Design sio32_slave, sky130hd; sources not shown.
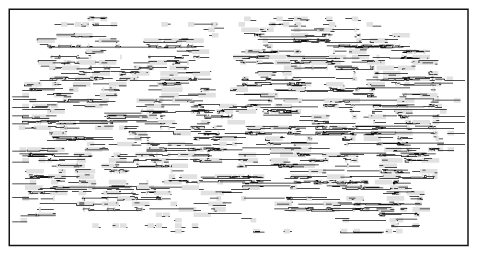
Figure 1: metal 1.
(2 px per um) Cells faint in the background.
646 nets have wire on it. The layer carries 7220 um of wire. The layer holds 50% of the routed length. The longest straight run is 52.9 um. The wires run mostly horizontal.
number of vias after detailed routing: 4120
aggregate routed wire length: 14500 um

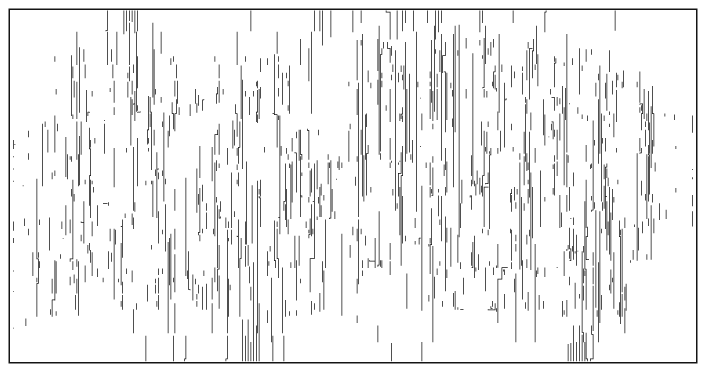
Figure 2: metal 2.
(3 px per um)
The wires run mostly vertical. The layer carries 6730 um of wire.
global routing met2 resource utilization: 0.181

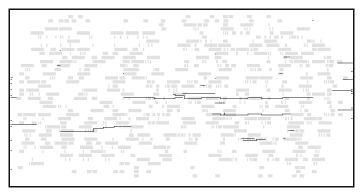
Figure 3: signal wires on met3.
(1.5 px per um) Cells faint in the background.
The longest straight run is 22.1 um. The layer carries 387 um of wire. The layer holds 2.7% of the routed length. The wires run mostly horizontal.
fraction of met3 tracks used by global routing: 0.0311

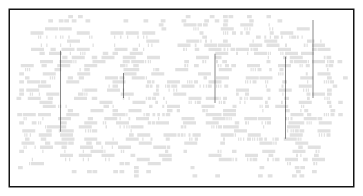
Figure 4: M4 wires.
(1.5 px per um) Cells faint in the background.
The wires run mostly vertical. 2 nets have wire on it. The layer holds 1.4% of the routed length. The layer carries 209 um of wire. The longest straight run is 54.4 um.

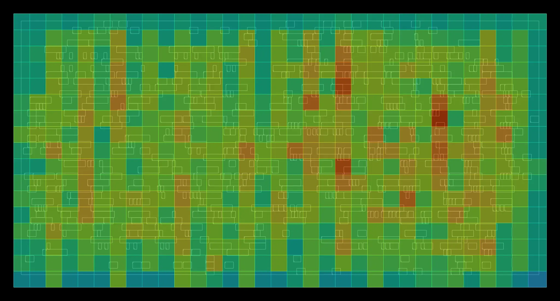
Figure 5: congestion heat map.
routed length per instance: 14.4 um
global-route track usage on met1: 0.154
overall global routing resource usage: 0.116
layer with the highest usage after global routing: met2

==> flow_metrics.rpt <==
IMPLEMENTATION SUMMARY REPORT
----------------------------------------------------
[Synthesis]
  Yosys top cell by area ........................ dfrtp_1
  Number of cells in Yosys stat ........................ 589
  Share of synthesized area occupied by flip-flops and latches ........................ 0.602
  AND-OR/OR-AND share of the synthesized area ........................ 0.0436
  Synthesized cell area ........................ 6200 um2
  Multiplexer share of the synthesized area ........................ 0.108
  Post-Syn Instances ........................ 589

[Min path]
  Worst hold stages ........................ 0

[STA]
  Final-report setup violation count ........................ 0
  Final period demand of the worst path ........................ 4.61 ns
  Total negative slack for setup checks ........................ 0 ns

[Critical path]
  Buf/Inv on CP ........................ 1
  Data arrival time of the worst path ........................ 1.97 ns
  Worst path required time ........................ 10.56 ns
  Top cell family by delay on the critical path ........................ buffers and inverters
  Element type at the critical path start ........................ flip-flop
  Worst Reg-to-Reg Cells ........................ 7
  Setup slack on the worst flop-to-flop path ........................ 10.62 ns

[Run]
  Stage-log warning count ........................ 28

[Floorplan]
  Num rows ........................ 40
  Chip height ........................ 117 um
  Floorplan utilization ........................ 0.256
  Horizontal die size ........................ 229 um

[Place]
  Hpwl dp ........................ 8840 um

[Layout]
  Layout fillers ........................ 2472
  Commonest non-fill, non-tap cells in the layout ........................ nand2_1, dfrtp_1, clkdlybuf4s50_1
  Top logic cell by instance count in the layout ........................ nand2_1
  Antenna fix cells ........................ 0

[Global routing]
  Wire length of the first global-routing pass ........................ 24400 um
  Number of antenna violations at the first check in global routing ........................ 0

[Routing]
  Remaining antenna violation count ........................ 0
  Uppermost signal routing layer after detailed routing ........................ met4
  WL met2 ........................ 6730 um

[CTS]
  Register clock-pin slew on the reported worst setup and hold paths ........................ 0.06 ns
  Post-CTS setup buffers ........................ 0
  Clock tree root driver cell ........................ clkbuf_16

[Power]
  Worst voltage drop across the vdd grid ........................ 71.0 uV
  Leakage power ........................ 3.90 nW

[Outcome]
  Result of the run ........................ completed

----------------------------------------------------
## Yosys cell counts
cell type,instances
nand2_1,226
dfrtp_1,149
xor2_1,36
o21ai_0,32
mux2i_1,31
mux2_1,16
mux2_2,16
buf_2,13
clkbuf_1,10
nor2_1,9
nor4_1,8
inv_1,5
o211ai_1,5
and3_1,4
nand4_1,3
nor2b_1,3
o21ai_1,3
a21oi_1,2
buf_1,2
buf_6,2
ha_1,2
o31ai_1,2
a22o_1,1
a311o_1,1
a31oi_1,1
and2_1,1
buf_4,1
clkinv_1,1
nand2b_1,1
nor2_2,1
nor3b_2,1
o21a_1,1
## logic make-up after synthesis
family	after synthesis
AND/OR/NAND/NOR	257
multiplexers	63
AND-OR/OR-AND	48
buffers and inverters	34
adder cells (fa/ha/maj)	2
flip-flops	149
XOR/XNOR	36
## per-stage QoR
step | instances | cell area [um2] | worst slack [ns] | util
final | 1007 | 7910 | 8.59 | 0.327
after global routing | 1007 | 7910 | 8.52 | 0.327
after CTS | 1007 | 7910 | 8.55 | 0.327
after detailed placement | 975 | 7270 | 8.45 | 0.301
after global placement | 975 | 7270 | 8.42 | 0.301
after floorplan | 589 | 6200 | 6.55 | -
## final cells by class
type | instances | area (um2) | share of cell area
clock buffer | 23 | 488 | 0.0617
clock inverter | 9 | 148 | 0.0187
inverter | 6 | 27.5 | 0.00348
multi-input combinational | 406 | 2330 | 0.295
sequential | 149 | 3730 | 0.471
tap | 336 | 420 | 0.0531
timing repair buffer | 78 | 766 | 0.0968
## report_power, final
group	switching [W]	total [W]	internal, W
registers	0.0000719	0.000645	0.000574
logic	0.000226	0.000369	0.000144
clock network	0.000191	0.000527	0.000336
total	0.000489	0.00154	0.00105
No activity file was given, so power comes from the tool's default toggle rates.
